**Run 1: signal wires by layer**

(2 px per um) Only two layers are drawn.
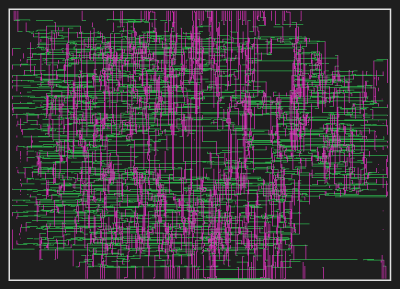
**Run 1: cell placement**

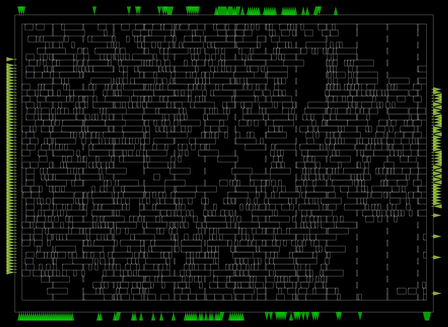
**Run 1: pin placement**

(2 px per um) Pins as bars across the die edge, other pins in gray.
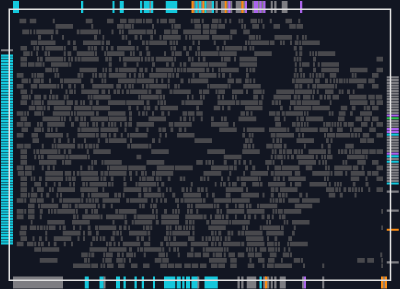
**Run 1: met2 routing**

(2 px per um)
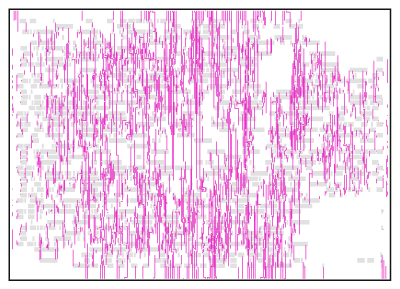
File: src/rtl/cmd_queue_producer.sv
`default_nettype none
// ============================================================================
//  Module   : cmd_queue_producer
//  Purpose  : Pushes 128-bit commands into a submission-queue ring over an
//             AXI4-Lite master (4 word writes + tail doorbell) and refreshes
//             the consumer head pointer on each rising edge of irq_cq.
//  Options  : CMD_QUEUE_PRODUCER_ERR_CNT_EN - enables the saturating err_count
//  Revision : 1.0 - initial release
// ============================================================================
module cmd_queue_producer #(
  parameter int                        C_M_ADDR_WIDTH = 12,
  parameter logic [C_M_ADDR_WIDTH-1:0] C_SQ_BASE      = 12'h100,
  parameter int                        C_SQ_DEPTH     = 16,
  parameter logic [C_M_ADDR_WIDTH-1:0] C_SQ_TAIL_ADDR = 12'h000,
  parameter logic [C_M_ADDR_WIDTH-1:0] C_SQ_HEAD_ADDR = 12'h004,
  localparam int                       P              = $clog2(C_SQ_DEPTH) + 1
) (
  input  logic                      aclk,
  input  logic                      areset,
  input  logic                      cmd_valid,
  output logic                      cmd_ready,
  input  logic [127:0]              cmd_data,
  output logic [C_M_ADDR_WIDTH-1:0] m_axi_awaddr,
  output logic                      m_axi_awvalid,
  input  logic                      m_axi_awready,
  output logic [31:0]               m_axi_wdata,
  output logic [3:0]                m_axi_wstrb,
  output logic                      m_axi_wvalid,
  input  logic                      m_axi_wready,
  input  logic [1:0]                m_axi_bresp,
  input  logic                      m_axi_bvalid,
  output logic                      m_axi_bready,
  output logic [C_M_ADDR_WIDTH-1:0] m_axi_araddr,
  output logic                      m_axi_arvalid,
  input  logic                      m_axi_arready,
  input  logic [31:0]               m_axi_rdata,
  input  logic [1:0]                m_axi_rresp,
  input  logic                      m_axi_rvalid,
  output logic                      m_axi_rready,
  input  logic                      irq_cq,
  output logic                      sq_full,
  output logic [P-1:0]              sq_level,
  output logic                      err,
  output logic [7:0]                err_count
);

  localparam int          AW      = C_M_ADDR_WIDTH;
  localparam logic [P-1:0] DEPTH_P = P'(C_SQ_DEPTH);

  typedef enum logic [2:0] {
    IDLE     = 3'd0,
    WR_SLOT  = 3'd1,
    WR_RESP  = 3'd2,
    DOORBELL = 3'd3,
    DB_RESP  = 3'd4,
    HEAD_AR  = 3'd5,
    HEAD_R   = 3'd6
  } state_t;

  state_t         r_state;
  logic [P-1:0]   r_tail;
  logic [P-1:0]   r_head;
  logic [1:0]     r_idx;
  logic [127:0]   r_cmd;
  logic           r_irq_q;
  logic           r_head_pend;
  logic           r_err;
  logic           r_rdy_en;

  logic           w_irq_edge;
  logic [P-1:0]   w_tail_nxt;
  logic [1:0]     w_idx_nxt;
  logic [AW-1:0]  w_slot_base;
  logic [P-1:0]   w_new_head;
  logic [P-1:0]   w_new_level;
  logic           w_r_fire;
  logic           w_bad_b;
  logic           w_bad_r;
  logic           w_bad_head;
  logic           w_aw_done;
  logic           w_w_done;
  logic           w_unused_rdata;

  assign w_irq_edge  = irq_cq & ~r_irq_q;
  assign w_tail_nxt  = r_tail + 1'b1;
  assign w_idx_nxt   = r_idx + 2'd1;
  // Slot 0 lives at C_SQ_BASE, each slot is 16 bytes (four 32-bit words)
  assign w_slot_base = C_SQ_BASE + AW'({r_tail[P-2:0], 4'b0000});
  assign w_new_head  = m_axi_rdata[P-1:0];
  assign w_new_level = r_tail - w_new_head;
  assign w_r_fire    = (r_state == HEAD_R) && m_axi_rvalid && m_axi_rready;
  assign w_bad_b     = m_axi_bready && m_axi_bvalid && (m_axi_bresp != 2'b00);
  assign w_bad_r     = w_r_fire && (m_axi_rresp != 2'b00);
  // A head beyond the tail (more than DEPTH entries outstanding) is bogus
  assign w_bad_head  = w_r_fire && (w_new_level > DEPTH_P);
  assign w_aw_done   = !m_axi_awvalid || m_axi_awready;
  assign w_w_done    = !m_axi_wvalid || m_axi_wready;
  assign w_unused_rdata = ^m_axi_rdata;

  assign sq_level    = r_tail - r_head;
  assign sq_full     = (sq_level == DEPTH_P);
  assign err         = r_err;
  assign m_axi_wstrb = 4'hF;
  // r_rdy_en keeps cmd_ready low until the first clock after reset release
  assign cmd_ready   = r_rdy_en && (r_state == IDLE) && !sq_full && !r_head_pend;

  // Main sequencer: ring writes, doorbell, head refresh, with registered AXI outputs
  always_ff @(posedge aclk or posedge areset) begin
    if (areset) begin
      r_state       <= IDLE;
      r_tail        <= '0;
      r_head        <= '0;
      r_idx         <= '0;
      r_cmd         <= '0;
      r_irq_q       <= 1'b0;
      r_head_pend   <= 1'b0;
      r_err         <= 1'b0;
      r_rdy_en      <= 1'b0;
      m_axi_awaddr  <= '0;
      m_axi_awvalid <= 1'b0;
      m_axi_wdata   <= '0;
      m_axi_wvalid  <= 1'b0;
      m_axi_bready  <= 1'b0;
      m_axi_araddr  <= '0;
      m_axi_arvalid <= 1'b0;
      m_axi_rready  <= 1'b0;
    end else begin
      r_irq_q  <= irq_cq;
      r_rdy_en <= 1'b1;
      // A new edge always wins over the clear so a back-to-back irq is not lost
      if (w_irq_edge)
        r_head_pend <= 1'b1;
      else if (w_r_fire)
        r_head_pend <= 1'b0;
      if (w_bad_b || w_bad_r || w_bad_head)
        r_err <= 1'b1;

      case (r_state)
        IDLE: begin
          if (r_head_pend) begin
            m_axi_araddr  <= C_SQ_HEAD_ADDR;
            m_axi_arvalid <= 1'b1;
            r_state       <= HEAD_AR;
          end else if (cmd_valid && cmd_ready) begin
            r_cmd         <= cmd_data;
            r_idx         <= 2'd0;
            m_axi_awaddr  <= w_slot_base;
            m_axi_wdata   <= cmd_data[31:0];
            m_axi_awvalid <= 1'b1;
            m_axi_wvalid  <= 1'b1;
            r_state       <= WR_SLOT;
          end
        end
        WR_SLOT, DOORBELL: begin
          if (m_axi_awvalid && m_axi_awready) m_axi_awvalid <= 1'b0;
          if (m_axi_wvalid && m_axi_wready)   m_axi_wvalid  <= 1'b0;
          if (w_aw_done && w_w_done) begin
            m_axi_bready <= 1'b1;
            r_state      <= (r_state == WR_SLOT) ? WR_RESP : DB_RESP;
          end
        end
        WR_RESP: begin
          if (m_axi_bvalid) begin
            m_axi_bready  <= 1'b0;
            m_axi_awvalid <= 1'b1;
            m_axi_wvalid  <= 1'b1;
            if (r_idx != 2'd3) begin
              r_idx        <= w_idx_nxt;
              m_axi_awaddr <= w_slot_base + AW'({w_idx_nxt, 2'b00});
              m_axi_wdata  <= r_cmd[{w_idx_nxt, 5'b00000} +: 32];
              r_state      <= WR_SLOT;
            end else begin
              r_tail       <= w_tail_nxt;
              m_axi_awaddr <= C_SQ_TAIL_ADDR;
              m_axi_wdata  <= 32'(w_tail_nxt);
              r_state      <= DOORBELL;
            end
          end
        end
        DB_RESP: begin
          if (m_axi_bvalid) begin
            m_axi_bready <= 1'b0;
            r_state      <= IDLE;
          end
        end
        HEAD_AR: begin
          if (m_axi_arready) begin
            m_axi_arvalid <= 1'b0;
            m_axi_rready  <= 1'b1;
            r_state       <= HEAD_R;
          end
        end
        HEAD_R: begin
          if (m_axi_rvalid) begin
            m_axi_rready <= 1'b0;
            // A bad rresp still loads; only an impossible head is dropped
            if (!w_bad_head) r_head <= w_new_head;
            r_state      <= IDLE;
          end
        end
        default: r_state <= IDLE;
      endcase
    end
  end

`ifdef CMD_QUEUE_PRODUCER_ERR_CNT_EN
  logic [1:0] w_err_inc;
  logic [8:0] w_err_sum;
  logic [7:0] r_err_count;

  // A single read can carry two error events (bad rresp and bad head)
  assign w_err_inc = {1'b0, w_bad_b} + {1'b0, w_bad_r} + {1'b0, w_bad_head};
  assign w_err_sum = {1'b0, r_err_count} + {7'd0, w_err_inc};

  // Saturating error event counter
  always_ff @(posedge aclk or posedge areset) begin
    if (areset)
      r_err_count <= 8'h00;
    else if (w_err_sum[8])
      r_err_count <= 8'hFF;
    else
      r_err_count <= w_err_sum[7:0];
  end

  assign err_count = r_err_count;
`else
  assign err_count = 8'h00;
`endif

endmodule
`default_nettype wire

File: config.mk
export PLATFORM = sky130hd
export DESIGN_NAME = cmd_queue_producer
export DESIGN_NICKNAME = d
export VERILOG_FILES = /design/src/rtl/cmd_queue_producer.sv
export SDC_FILE = /design/constraint.sdc
export NUM_CORES = 1
export LEC_CHECK = 0
export ABC_AREA = 1
export CORE_ASPECT_RATIO = 0.7
export CORE_MARGIN = 3
export CORE_UTILIZATION = 40
export DETAILED_ROUTE_END_ITERATION = 12
export PLACE_DENSITY = 0.66
export SYNTH_ARGS = -nofsm -noshare
export SYNTH_HDL_FRONTEND = slang
export SYNTH_SLANG_ARGS = --single-unit
export TNS_END_PERCENT = 100
File: constraint.sdc
create_clock -name aclk -period 15.6 [get_ports aclk]
set_input_delay 3.12 -clock aclk [delete_from_list [all_inputs] [get_ports aclk]]
set_output_delay 3.12 -clock aclk [all_outputs]
set_load 0.01 [all_outputs]
==> job_summary.md, run 1 <==
## Implementation flow summary

| Metric | Value |
|---|---|
| Pleak | `~6 nW` |
| Combinational power share | `roughly two fifths` |
| Top flop regs | `r_cmd (128), m_axi_wdata (32), m_axi_awaddr (7)` |
| Cts repair resizes | `0` |
| Worst hold slack | `approximately 0.46 ns` |
| Clk pwr share | `21.4%` |
| Post-layout min period | `just over 6 ns` |
| Dominant logic cell types in the final layout | `nand2_1, o21ai_0, clkdlybuf4s50_1, dfrtp_1, inv_1` |
| Synth Cell Area | `about 9500 sq um` |
| Most numerous logic cell after layout | `nand2_1` |
| Synth Seq Share | `50.8%` |
| Comb area share | `29.9%` |
| Share of cells above drive strength 1 | `under 10%` |
| Setup Buffers After CTS | `0` |
| Area growth, synth to finish | `27.4%` |
| Worst path bufs/invs | `3` |
| Total power | `0.00203 W` |
| R2R Path Start | `r_tail[0]$_DFFE_PP0P_` |
| Clk latency late pin | `between 0.4 and 0.5 ns` |
| Number of non-clock inverters in the layout | `~170` |
| Flop pwr share | `approximately 37%` |
| Max FFs per register | `128` |
| Metal2 WL | `between 10000 and 15000 um` |
| Status | `completed` |
| Largest net degree at the start of global routing | `about 120` |
| CP arrival | `about 3 ns` |
| Vias per std cell | `approximately 4.8` |
| Yosys stat area | `9470 sq um` |
| Max incr delay on CP | `around 0.48 ns` |
| Critical path origin | `r_tail[0]$_DFFE_PP0P_` |
| Buffering overhead | `between 15 and 20%` |
| Hold worst-path end | `r_head_pend$_DFFE_PP0P_` |
| Fin Clk Skew | `0.0174 ns` |
| Number of global-route vias before repair | `7611` |
| Tool Warnings | `around 55` |
| Final slew viol count | `0` |
| Switch Pwr | `0.000812 W` |
| Top reg by flops | `r_cmd` |
| PwrDens | `169 nW/um^2` |
| R2R depth | `12` |
| Top power group | `combinational cells` |
| Top cells by area | `dfrtp_1, o21ai_0, nand2_1, inv_1, nor2_1` |
| Placed inst area | `between 10000 and 15000 sq um` |
| Final hold vios | `0` |
| CTS Sinks | `roughly 190` |
| Hold WC Path Type | `flip-flop to flip-flop` |
| First-pass GRT wire length | `roughly 43000 um` |
| Xor/xnor share | `less than 1%` |
| Max layer used | `met4` |
| Comb power | `approximately 0.00084 W` |
| Crit-path most repeated cell | `inv_1` |
| FF-to-FF End | `r_cmd[60]$_DFFE_PP0P_` |
| Clock Path Buffers | `2` |
| GR peak layer | `met1` |
| Worst setup path category | `flip-flop to output pin` |
| GPL Wtd Cong | `between 0.8 and 0.9` |
| Gr ovfl total | `0` |
| Cells after Synth | `between 1000 and 1500` |
| Unrepaired setup endpoints after global routing | `false` |
| Non-clk bufs | `between 200 and 250` |
| Final setup fails | `0` |
| Slew at the pin with the worst max-slew slack | `between 0.9 and 1 ns` |
| Fin area | `12100 sq um` |
| Slowest cell on crit path | `dfrtp_1` |
| P_seq | `about 0.00076 W` |
| H-tree depth | `4` |
-- 'signal wires by layer' (at the start) --
| color | layer | wire length |
|---|---|---|
| magenta | met2 | 11100 um |
| green | met1 | 13700 um |
WL per Instance: 16.2 um
WL final: 27200 um
GRT Util Overall: 21.3%

-- 'cell placement' (at the start) --
core box area: 23000 sq um
Seq/total area: 39.8%
Tapcells: 312
Finished Core Util: 52.5%
fillers: 2220

-- 'pin placement' (at the start) --
| color | port | pins | direction | edge |
|---|---|---|---|---|
| orange | `err_count` | 8 | output | 4 north, 3 south, 1 east |
| cyan | `cmd_data` | 128 | input | 70 west, 32 south, 22 north, 4 east |
| purple | `m_axi_awaddr` | 12 | output | 7 north, 4 east, 1 south |
| green | `cmd_valid` | 1 | input | east |
all pins by edge: 82 south, 71 west, 57 north, 44 east
Die Y: 135 um
Die Wd: 190 um
number of I/O port buffers: 198

-- 'met2 routing' (at the start) --
wire length on this layer: 11100 um
nets with wire on the layer: 1109
GRT met2 Usage: 28.9%
Vias: 8130

-- run 1: synthesized netlist by cell type --
master and n:
inv_1 164, nand2_2 1, and2_1 1, buf_4 29
a31oi_1 1, nor2_1 74, or2_2 1, nor2_2 1
fa_1 2, o21a_1 2, nand3_2 1, o21ai_0 233
nor2_4 1, nand4_1 9, nor3b_2 1, a21oi_1 11
dfrtp_1 192, buf_2 30, xor2_1 7, clkbuf_1 32
nand2_1 291, conb_1 2, ha_1 10, o32a_1 1
o211ai_1 2, nand3_1 50, xnor2_1 1, a22oi_1 1
o22ai_1 36, inv_2 3, buf_6 5, nand2_4 1
-- run 1: metrics by stage --
step	worst slack [ns]	cells
2_1_floorplan	7.25	1223
3_3_place_gp	9.60	1646
3_5_place_dp	9.57	1646
4_1_cts	9.43	1678
5_1_grt	9.29	1678
6_report	9.47	1678
--- run 2 (diff from run 1) ---
Clock period 15.6 ns to 6 ns, I/O delays scaled along.
==> run 2 against run 1 <==
Compared with the run above: first-iteration DRC count is 21% higher; cell count hardly changed; setup slack worse by 7.6 ns; final area is 0.19% higher; sequential power went up to 2.6 times the previous value.
==> job_summary.md, run 2 <==
## Implementation flow summary

| Metric | Value |
|---|---|
| Status | `completed` |
| First-pass GRT wire length | `42600 um (-0.31%)` |
| Vias per std cell | `4.91 (+1.3%)` |
| Slew at the pin with the worst max-slew slack | `1.14 ns (+0.172 ns)` |
| Pleak | `6.01 nW (+0.27%)` |
| Clk pwr share | `21.7% (+0.3 points)` |
| Largest net degree at the start of global routing | `134 (+15%)` |
| P_seq | `0.00197 W (+160%)` |
| Fin area | `12100 sq um (+0.19%)` |
| Setup Buffers After CTS | `0 (unchanged)` |
| Post-layout min period | `around 4.1 ns` |
| Synth async-reset ratio | `100% (unchanged)` |
| Max FFs per register | `128 (unchanged)` |
| EDFF count, synth | `0 (unchanged)` |
| Hold WC Path Type | `flip-flop to flip-flop` |
| Hold worst-path end | `r_head_pend$_DFFE_PP0P_` |
| R2R depth | `11 (-1)` |
| Combinational power share | `41.6% (+0.2 points)` |
| R2R Path Start | `r_tail[0]$_DFFE_PP0P_` |
| Synth Seq Share | `50.8% (unchanged)` |
| Unrepaired setup endpoints after global routing | `false` |
| Crit-path most repeated cell | `inv_1` |
| Number of I/O port buffers | `198 (unchanged)` |
| CP arrival | `2.95 ns (-0.06 ns)` |
| Worst hold slack | `0.461 ns (+0.00169 ns)` |
| Top power group | `combinational cells` |
| Cells after Synth | `1196 (unchanged)` |
| Metal2 WL | `10600 um (-3.8%)` |
| Switch Pwr | `0.00216 W (+170%)` |
| Clk latency late pin | `0.44 ns (about the same)` |
| Fin Clk Skew | `0.0127 ns (-0.00466 ns)` |
| Commonest cells in the synthesized netlist | `nand2_1, o21ai_0, dfrtp_1` |
| CTS Sinks | `192 (unchanged)` |
| Dpl ws | `2.20 ns (-7.37 ns)` |
| Cts repair resizes | `0 (unchanged)` |
| Total power | `0.00535 W (+160%)` |
| Die Wd | `190 um (unchanged)` |
| Fillers | `2209 (-0.50%)` |
| Max layer used | `met5` |
| Worst setup path category | `flip-flop to output pin` |
| GRT met2 Usage | `28.2% (-0.76 points)` |
| Gr ovfl total | `0 (unchanged)` |
| Number of global-route vias before repair | `7613 (+0.026%)` |
| Final WS setup | `1.85 ns (-7.61 ns)` |
| Dominant logic cell types in the final layout | `nand2_1, o21ai_0, clkdlybuf4s50_1, dfrtp_1, inv_1` |
| Comb power | `0.00223 W (+160%)` |
| Share of cells above drive strength 1 | `4.10% (+0.070 points)` |
| Top cells by area | `dfrtp_1, o21ai_0, nand2_1, inv_1, nor2_1` |
| Clock Path Buffers | `2 (unchanged)` |
| Synth Cell Area | `9470 sq um (unchanged)` |
| FF-to-FF End | `m_axi_wdata[0]$_DFFE_PP0P_` |
| Top flop regs | `r_cmd (128), m_axi_wdata (32), m_axi_awaddr (7)` |
| # placed instances | `1647 (+0.061%)` |
| Most numerous logic cell after layout | `nand2_1` |
| Final hold vios | `0 (unchanged)` |
| Top reg by flops | `r_cmd` |
| GR peak layer | `met1` |
| Max incr delay on CP | `0.47 ns (about the same)` |
| Final setup fails | `0 (unchanged)` |
| Core box area | `23000 sq um (unchanged)` |
| Yosys stat area | `9470 sq um (unchanged)` |
| Worst path bufs/invs | `3 (unchanged)` |
==> run 2: area by class of cell <==
type | instances | area (sq um) | area share, %
multi-input combinational | 768 | 3600 | 29.8
tap | 312 | 390 | 3.23
sequential | 192 | 4810 | 39.8
clock buffer | 18 | 429 | 3.55
timing repair buffer | 208 | 2060 | 17.0
clock inverter | 14 | 169 | 1.40
inverter | 167 | 631 | 5.22
==> run 2: logic make-up (layout without fill, tap and decap cells) <==
kind of cell | Yosys count | after routing | synth area share, %
and+or+nand+nor | 432 | 432 | 18.5
AOI/OAI and AO/OA | 287 | 287 | 15.8
buffers and inverters | 263 | 407 | 12.4
DFF | 192 | 192 | 50.8
adders and majority gates | 12 | 12 | 1.74
xor gates and xnor gates | 8 | 8 | 0.740
other | 2 | 29 | 0.0793
**Run 2: cell placement**

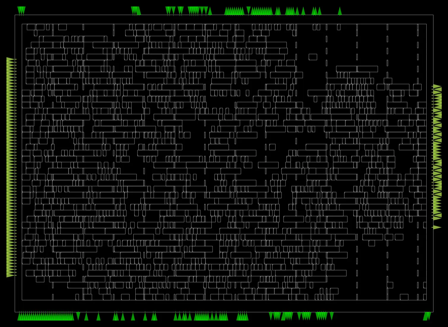
final non-filler cell total: 1679
Seq cells: 192
Finished Core Util: 52.6%

**Run 2: pin placement**

(2 px per um) Pins as bars across the die edge, other pins in gray.
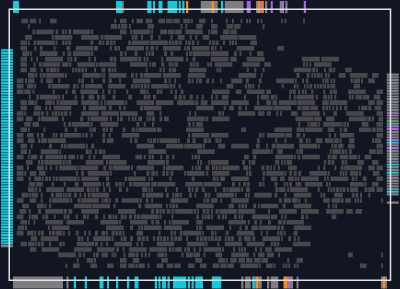
| color | port | pins | direction | edge |
|---|---|---|---|---|
| purple | `m_axi_awaddr` | 12 | output | 6 north, 5 east, 1 south |
| cyan | `cmd_data` | 128 | input | 72 west, 33 south, 19 north, 4 east |
| green | `cmd_valid` | 1 | input | east |
| orange | `err_count` | 8 | output | 4 south, 4 north |
all pins by edge: 83 south, 73 west, 52 north, 46 east

**Run 2: signal wires by layer**

(2 px per um) Only two layers are drawn.
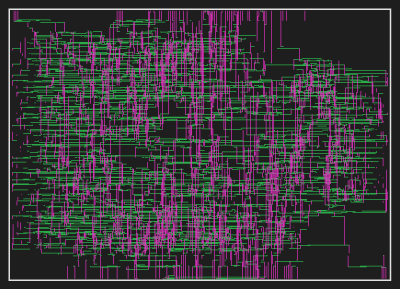
| color | layer | wire length |
|---|---|---|
| green | met1 | 13900 um |
| magenta | met2 | 10600 um |
WL per Instance: 16.2 um
Vias: 8239
WL final: 27200 um
GRT Util Overall: 21.4%

Power is estimated from default activity; no workload was simulated.
